Fig. 1: run 1, cell outlines without signal wires
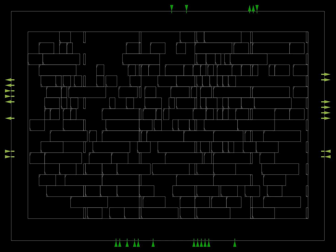
Fig. 2: run 1, met2 routing
(6 px per um)
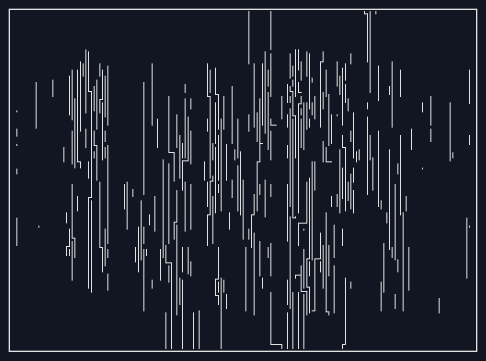
Fig. 3: run 1, pin placement
(6 px per um) Pins as bars across the die edge, other pins in grey.
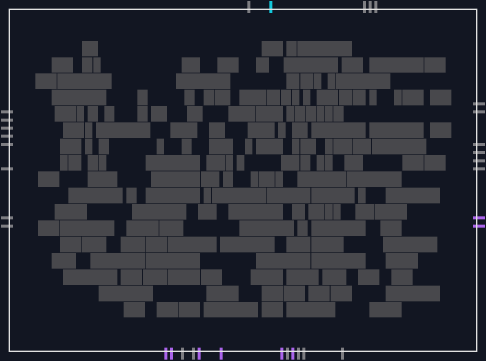
[src/rtl/serial_slice_adder_pkg.sv]
// Shared constants for the serial slice adder: FSM encoding, slice width
// and a small full-adder carry helper used by the 2-bit slice adder.
package serial_slice_adder_pkg;

    // Width of one arithmetic slice processed per clock.
    localparam int SLICE_W = 2;

    // FSM state encoding.
    localparam logic [1:0] ST_IDLE = 2'd0;
    localparam logic [1:0] ST_RUN  = 2'd1;
    localparam logic [1:0] ST_DONE = 2'd2;

    // Majority of three bits: carry out of a single full-adder bit.
    function automatic logic maj3(input logic x, input logic y, input logic z);
        maj3 = (x & y) | (x & z) | (y & z);
    endfunction

endpackage

[src/rtl/serial_slice_adder_if.sv]
// Operand/result handshake bundle for the serial slice adder.
// The adder connects through the slave modport; the producer/consumer side
// uses the master modport.
interface serial_slice_adder_if #(
    parameter int WIDTH = 8
);
    logic             in_valid;
    logic             in_ready;
    logic [WIDTH-1:0] a;
    logic [WIDTH-1:0] b;
    logic             cin;
    logic             out_valid;
    logic             out_ready;
    logic [WIDTH-1:0] sum;
    logic             cout;
    logic             busy;

    modport slave (
        input  in_valid, a, b, cin, out_ready,
        output in_ready, out_valid, sum, cout, busy
    );

    modport master (
        output in_valid, a, b, cin, out_ready,
        input  in_ready, out_valid, sum, cout, busy
    );
endinterface

[src/rtl/serial_slice_adder_rca.sv]
// 2-bit combinational ripple-carry adder used as the per-cycle slice
// engine of the serial slice adder.
module ripple_carry_adder
    import serial_slice_adder_pkg::*;
(
    input  logic [1:0] i_a,
    input  logic [1:0] i_b,
    input  logic       i_cin,
    output logic [1:0] o_sum,
    output logic       o_cout
);
    logic w_c0;

    assign o_sum[0] = i_a[0] ^ i_b[0] ^ i_cin;
    assign w_c0     = maj3(i_a[0], i_b[0], i_cin);
    assign o_sum[1] = i_a[1] ^ i_b[1] ^ w_c0;
    assign o_cout   = maj3(i_a[1], i_b[1], w_c0);
endmodule

[src/rtl/serial_slice_adder.sv]
// Multi-cycle WIDTH-bit adder: accepts an operand pair, walks it two bits
// per clock through a 2-bit ripple-carry adder with a registered carry,
// and presents the assembled sum/cout until the consumer takes it.
module serial_slice_adder
    import serial_slice_adder_pkg::*;
#(
    parameter int WIDTH = 8
) (
    input  logic                 clk,
    input  logic                 rst,
    serial_slice_adder_if.slave  bus
);
    localparam int SLICES = WIDTH / SLICE_W;
    localparam int IDX_W  = (SLICES > 1) ? $clog2(SLICES) : 1;
    localparam logic [IDX_W-1:0] LAST_IDX = IDX_W'(SLICES - 1);

    logic [1:0]       r_state;
    logic [IDX_W-1:0] r_idx;
    logic [WIDTH-1:0] r_a;
    logic [WIDTH-1:0] r_b;
    logic             r_carry;
    logic [WIDTH-1:0] r_sum;
    logic             r_cout;
    logic             r_out_valid;
    logic             r_busy;

    logic [IDX_W:0]   w_base;
    logic [1:0]       w_slice_a;
    logic [1:0]       w_slice_b;
    logic [1:0]       w_slice_sum;
    logic             w_slice_cout;

    // Bit offset of the current slice (idx * 2).
    assign w_base    = {r_idx, 1'b0};
    assign w_slice_a = r_a[w_base +: SLICE_W];
    assign w_slice_b = r_b[w_base +: SLICE_W];

    ripple_carry_adder u_rca (
        .i_a    (w_slice_a),
        .i_b    (w_slice_b),
        .i_cin  (r_carry),
        .o_sum  (w_slice_sum),
        .o_cout (w_slice_cout)
    );

    // Sequencer: capture operands, step one slice per clock, hold the result.
    always_ff @(posedge clk or posedge rst) begin
        if (rst) begin
            r_state     <= ST_IDLE;
            r_idx       <= '0;
            r_a         <= '0;
            r_b         <= '0;
            r_carry     <= 1'b0;
            r_sum       <= '0;
            r_cout      <= 1'b0;
            r_out_valid <= 1'b0;
            r_busy      <= 1'b0;
        end else begin
            case (r_state)
                ST_IDLE: begin
                    if (bus.in_valid) begin
                        r_a     <= bus.a;
                        r_b     <= bus.b;
                        r_carry <= bus.cin;
                        r_idx   <= '0;
                        r_sum   <= '0;
                        r_busy  <= 1'b1;
                        r_state <= ST_RUN;
                    end else begin
                        r_state <= ST_IDLE;
                    end
                end
                ST_RUN: begin
                    r_sum[w_base +: SLICE_W] <= w_slice_sum;
                    r_carry                  <= w_slice_cout;
                    if (r_idx == LAST_IDX) begin
                        r_cout      <= w_slice_cout;
                        r_out_valid <= 1'b1;
                        r_state     <= ST_DONE;
                    end else begin
                        r_idx <= r_idx + IDX_W'(1);
                    end
                end
                ST_DONE: begin
                    // Result stays frozen until the consumer takes it.
                    if (bus.out_ready) begin
                        r_out_valid <= 1'b0;
                        r_busy      <= 1'b0;
                        r_state     <= ST_IDLE;
                    end else begin
                        r_state <= ST_DONE;
                    end
                end
                default: begin
                    r_out_valid <= 1'b0;
                    r_busy      <= 1'b0;
                    r_state     <= ST_IDLE;
                end
            endcase
        end
    end

    // in_ready must drop the instant reset asserts, so it is gated by rst.
    assign bus.in_ready  = (r_state == ST_IDLE) && !rst;
    assign bus.out_valid = r_out_valid;
    assign bus.busy      = r_busy;
    assign bus.sum       = r_sum;
    assign bus.cout      = r_cout;
endmodule

[src/flat_wrapper.sv]
// flat-port wrapper written by rule: the top's interface ports become plain ports
module serial_slice_adder_flat import serial_slice_adder_pkg::*;
#(
    parameter int WIDTH = 8
)
  (clk, rst, bus_in_valid, bus_a, bus_b, bus_cin, bus_out_ready, bus_in_ready, bus_out_valid, bus_sum, bus_cout, bus_busy);
  serial_slice_adder_if #(.WIDTH(WIDTH)) bus_i ();
  input  logic clk;
  input  logic rst;
  input wire logic [$bits(bus_i.in_valid)-1:0] bus_in_valid;
  input wire logic [$bits(bus_i.a)-1:0] bus_a;
  input wire logic [$bits(bus_i.b)-1:0] bus_b;
  input wire logic [$bits(bus_i.cin)-1:0] bus_cin;
  input wire logic [$bits(bus_i.out_ready)-1:0] bus_out_ready;
  output wire logic [$bits(bus_i.in_ready)-1:0] bus_in_ready;
  output wire logic [$bits(bus_i.out_valid)-1:0] bus_out_valid;
  output wire logic [$bits(bus_i.sum)-1:0] bus_sum;
  output wire logic [$bits(bus_i.cout)-1:0] bus_cout;
  output wire logic [$bits(bus_i.busy)-1:0] bus_busy;
  assign bus_i.in_valid = bus_in_valid;
  assign bus_i.a = bus_a;
  assign bus_i.b = bus_b;
  assign bus_i.cin = bus_cin;
  assign bus_i.out_ready = bus_out_ready;
  assign bus_in_ready = bus_i.in_ready;
  assign bus_out_valid = bus_i.out_valid;
  assign bus_sum = bus_i.sum;
  assign bus_cout = bus_i.cout;
  assign bus_busy = bus_i.busy;
  serial_slice_adder #(.WIDTH(WIDTH)) u_core (.clk(clk), .rst(rst), .bus(bus_i));
endmodule
[config.mk]
export PLATFORM = sky130hd
export DESIGN_NAME = serial_slice_adder_flat
export DESIGN_NICKNAME = d
export VERILOG_FILES = /design/src/rtl/serial_slice_adder_pkg.sv /design/src/rtl/serial_slice_adder_if.sv /design/src/rtl/serial_slice_adder_rca.sv /design/src/rtl/serial_slice_adder.sv /design/src/flat_wrapper.sv
export SDC_FILE = /design/constraint.sdc
export NUM_CORES = 1
export LEC_CHECK = 0
export ABC_CLOCK_PERIOD_IN_PS = 2490
export CAP_MARGIN = 40
export CORE_ASPECT_RATIO = 0.7
export CORE_MARGIN = 4
export CORE_UTILIZATION = 49
export CTS_BUF_LIST = sky130_fd_sc_hd__clkbuf_2
export CTS_CLUSTER_SIZE = 28
export DETAILED_ROUTE_END_ITERATION = 7
export PLACE_DENSITY = 0.76
export SLEW_MARGIN = 20
export SYNTH_ARGS = -nofsm -noshare
export SYNTH_HDL_FRONTEND = slang
export SYNTH_HIERARCHICAL = 1
export SYNTH_SLANG_ARGS = --single-unit
[constraint.sdc]
create_clock -name clk -period 2.49 [get_ports clk]
set_input_delay 0.249 -clock clk [delete_from_list [all_inputs] [get_ports clk]]
set_output_delay 0.249 -clock clk [all_outputs]
set_load 0.03 [all_outputs]
==> flow_summary.html, run 1 <==
<p>Metrics extracted from the flow reports.</p>
<table>
<tr><th>Metric</th><th>Value</th></tr>
<tr><th colspan="2">GRT</th></tr>
<tr><td>Most Used Layer, Global Route</td><td>met2</td></tr>
<tr><td>Wire length of the first global-routing pass</td><td>5910 um</td></tr>
<tr><th colspan="2">Synthesis</th></tr>
<tr><td>Area share of and-or/or-and cells after synthesis</td><td>10.1%</td></tr>
<tr><td>Largest type area fraction</td><td>48.1%</td></tr>
<tr><td>Prevailing logic family in the synthesized netlist</td><td>multiplexers</td></tr>
<tr><td>Cell variety after synth</td><td>30</td></tr>
<tr><td>Syn Nets</td><td>~160</td></tr>
<tr><td>Synthesized chip area reported by yosys</td><td>~1700 sq um</td></tr>
<tr><td>Area of the mapped netlist</td><td>~1700 sq um</td></tr>
<tr><td>Synthesized netlist cell count</td><td>~140</td></tr>
<tr><td>Ys async rst share</td><td>100%</td></tr>
<tr><td>Number of flip-flops and latches in the synthesized netlist</td><td>32</td></tr>
<tr><th colspan="2">Timing</th></tr>
<tr><td>Final setup vio count</td><td>0</td></tr>
<tr><td>Number of endpoints with negative hold slack in the final report</td><td>0</td></tr>
<tr><td>Min Hold Slack</td><td>0.308 ns</td></tr>
<tr><td>Setup repair after global routing missed its margin</td><td>no</td></tr>
<tr><th colspan="2">Detailed routing</th></tr>
<tr><td>DR iter-0 viols</td><td>132</td></tr>
<tr><td>Wire length the detailed router placed on met1</td><td>1530 um</td></tr>
<tr><td>Drt via density</td><td>5.19</td></tr>
<tr><td>Total detailed-routing wirelength</td><td>3330 um</td></tr>
<tr><td>Uppermost metal layer occupied by signal nets</td><td>met4</td></tr>
<tr><td>Vias</td><td>1127</td></tr>
<tr><th colspan="2">Clock tree</th></tr>
<tr><td>Clock latency at the later pin of the worst-skew pair</td><td>0.36 ns</td></tr>
<tr><td>Number of gates given a new drive strength after cts</td><td>0</td></tr>
<tr><th colspan="2">Finish</th></tr>
<tr><td>Utilization after layout</td><td>63.6%</td></tr>
<tr><td>Clock tree buffer count of the final layout</td><td>6</td></tr>
<tr><td>Design area</td><td>2040 sq um</td></tr>
<tr><td>Mi-comb count</td><td>79</td></tr>
<tr><td>Area overhead of the layout relative to synthesis</td><td>22.8%</td></tr>
<tr><td>Fillers</td><td>about 250</td></tr>
<tr><td>Number of signal-net inverters in the final layout</td><td>17</td></tr>
<tr><td>Logic gate fraction of the total cell area</td><td>36.3%</td></tr>
<tr><td>Total of plain and repair buffers excluding clock buffers</td><td>35</td></tr>
<tr><th colspan="2">Power</th></tr>
<tr><td>Sw Ratio</td><td>42.0%</td></tr>
<tr><td>Power per Cell Area</td><td>1370 nW/um^2</td></tr>
<tr><td>Final Power</td><td>0.00279 W</td></tr>
<tr><td>Peak supply drop</td><td>0.619 mV</td></tr>
<tr><td>Switching Power</td><td>0.00117 W</td></tr>
<tr><td>Share of total power in sequential cells</td><td>a little over a third</td></tr>
<tr><th colspan="2">Setup path</th></tr>
<tr><td>Ordered list of cells on the worst path</td><td>nor3_1 -&gt; clkdlybuf4s50_1</td></tr>
<tr><td>Critical Path AT</td><td>1.92 ns</td></tr>
<tr><td>Critical Path End Type</td><td>output port</td></tr>
<tr><td>Critical path's top delay family</td><td>buffers and inverters</td></tr>
<tr><td>CP max stage cell</td><td>clkdlybuf4s50_1</td></tr>
<tr><th colspan="2">Run</th></tr>
<tr><td>Max-capacitance violation count</td><td>0</td></tr>
<tr><td>Count of tool warnings</td><td>31</td></tr>
<tr><th colspan="2">Placement</th></tr>
<tr><td>Total instance count after detailed placement</td><td>210</td></tr>
<tr><th colspan="2">Die</th></tr>
<tr><td>Rows</td><td>17</td></tr>
<tr><td>Overall die height</td><td>~57 um</td></tr>
<tr><th colspan="2">Status</th></tr>
<tr><td>Outcome</td><td>finished clean</td></tr>
</table>
Notes on Fig. 1 above:
number of standard cells in the layout, taps in and fillers out: 217
core region area: 3210 sq um

Notes on Fig. 2 above:
The longest straight run is 18.7 um. The layer carries 1640 um of wire. The layer holds 49% of the routed length. 175 nets have wire on it.

Notes on Fig. 3 above:
bus_a: shown in purple, pins 8, direction input, edge 6 bottom, 2 right. bus_in_valid: shown in cyan, pins 1, direction input, edge top.

## run 1: final timing paths
kind                              startpoint                 to  cells after the start
setup / recovery           u_core/r_state[0]       bus_in_ready                      2
hold / removal                           rst      u_core/r_b[3]                      3
setup reg to reg             u_core/r_idx[0]  u_core/bus.sum[1]                      6
hold reg to reg                u_core/r_b[1]      u_core/r_b[1]                      1
max in group asynchronous                rst     u_core/r_carry                      3
min in group clk                    bus_b[0]      u_core/r_b[0]                      2
## run 1: registers in the layout, summed over array words and instances (netlist names)
| signal | count |
|---|---|
| u_core/r_carry | 1 |
| u_core/bus.busy | 1 |
| u_core/r_state | 2 |
| u_core/bus.out_valid | 1 |
| u_core/r_idx | 2 |
| u_core/r_a | 8 |
| u_core/bus.sum | 8 |
| u_core/bus.cout | 1 |
| u_core/r_b | 8 |
Fig. 4: run 1, metal layers overlaid
(4 px per um) Only two layers are drawn.
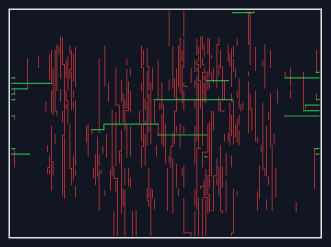

## Run 2: what changed since run 1
--- a/config.mk
+++ b/config.mk
@@ -13,7 +13,7 @@
 export CTS_BUF_LIST = sky130_fd_sc_hd__clkbuf_2
 export CTS_CLUSTER_SIZE = 28
 export DETAILED_ROUTE_END_ITERATION = 7
-export PLACE_DENSITY = 0.76
+export PLACE_DENSITY = 0.8
 export SLEW_MARGIN = 20
 export SYNTH_ARGS = -nofsm -noshare
 export SYNTH_HDL_FRONTEND = slang
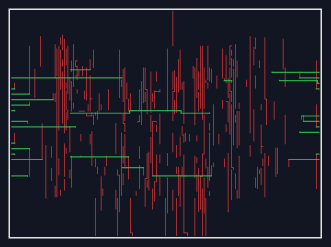
Fig. 5. Metal layers overlaid (run 2).
(4 px per um) Only two layers are drawn.
M2: shown in red, wire length 1430 um. M3: shown in green, wire length 212 um.

==> flow_summary.html, run 2 <==
<p>Metrics extracted from the flow reports.</p>
<table>
<tr><th>Metric</th><th>Value</th></tr>
<tr><th colspan="2">Placement</th></tr>
<tr><td>Total instance count after detailed placement</td><td>210</td></tr>
<tr><th colspan="2">Die</th></tr>
<tr><td>Rows</td><td>17</td></tr>
<tr><td>Overall die height</td><td>56.8 um</td></tr>
<tr><th colspan="2">Detailed routing</th></tr>
<tr><td>Drt via density</td><td>slightly above 5</td></tr>
<tr><th colspan="2">Setup path</th></tr>
<tr><td>CP max stage cell</td><td>clkdlybuf4s50_1</td></tr>
<tr><td>Worst-case reg-to-reg path depth</td><td>6</td></tr>
<tr><td>Critical Path AT</td><td>around 1.9 ns</td></tr>
<tr><td>Critical Path End Type</td><td>output port</td></tr>
<tr><td>Ordered list of cells on the worst path</td><td>nor3_1 -&gt; clkdlybuf4s50_1</td></tr>
<tr><th colspan="2">Run</th></tr>
<tr><td>Count of tool warnings</td><td>31</td></tr>
<tr><th colspan="2">Synthesis</th></tr>
<tr><td>Number of flip-flops and latches in the synthesized netlist</td><td>32</td></tr>
<tr><td>Synthesized chip area reported by yosys</td><td>1660 sq um</td></tr>
<tr><td>Ys async rst share</td><td>100%</td></tr>
<tr><th colspan="2">Finish</th></tr>
<tr><td>Utilization after layout</td><td>63.7%</td></tr>
<tr><td>Area overhead of the layout relative to synthesis</td><td>23.0%</td></tr>
<tr><th colspan="2">Status</th></tr>
<tr><td>Outcome</td><td>finished clean</td></tr>
<tr><th colspan="2">Power</th></tr>
<tr><td>Final Power</td><td>0.00277 W</td></tr>
<tr><td>Power per Cell Area</td><td>~1400 nW/um^2</td></tr>
<tr><th colspan="2">Clock tree</th></tr>
<tr><td>Clock latency at the later pin of the worst-skew pair</td><td>0.39 ns</td></tr>
<tr><th colspan="2">GRT</th></tr>
<tr><td>Most Used Layer, Global Route</td><td>met2</td></tr>
<tr><td>Wire length of the first global-routing pass</td><td>5670 um</td></tr>
</table>
[run 2: netlist changes by cell type in the layout (fill, tap and decap cells not counted), sizes merged]
cell / previous run / this run
clkbuf: 6 / 7
[run 2: logic make-up after synthesis]
kind of cell,share of synthesized area [%]
buffers and inverters,7.29
AND-OR/OR-AND,10.1
adder cells (fa/ha/maj),6.92
AND/OR/NAND/NOR,7.74
flip-flops,48.1
multiplexers,19.8
[run 2: area by class of cell]
type	instances	area [sq um]
Multi-Input combinational cell	79	742
Inverter	17	63.8
Clock buffer	7	35.0
Timing Repair Buffer	35	343
Clock inverter	1	3.75
Tap cell	47	58.8
Sequential cell	32	801
Fill cell	246	1160
Power figures rest on the tool's default switching activity, not on a simulated workload.
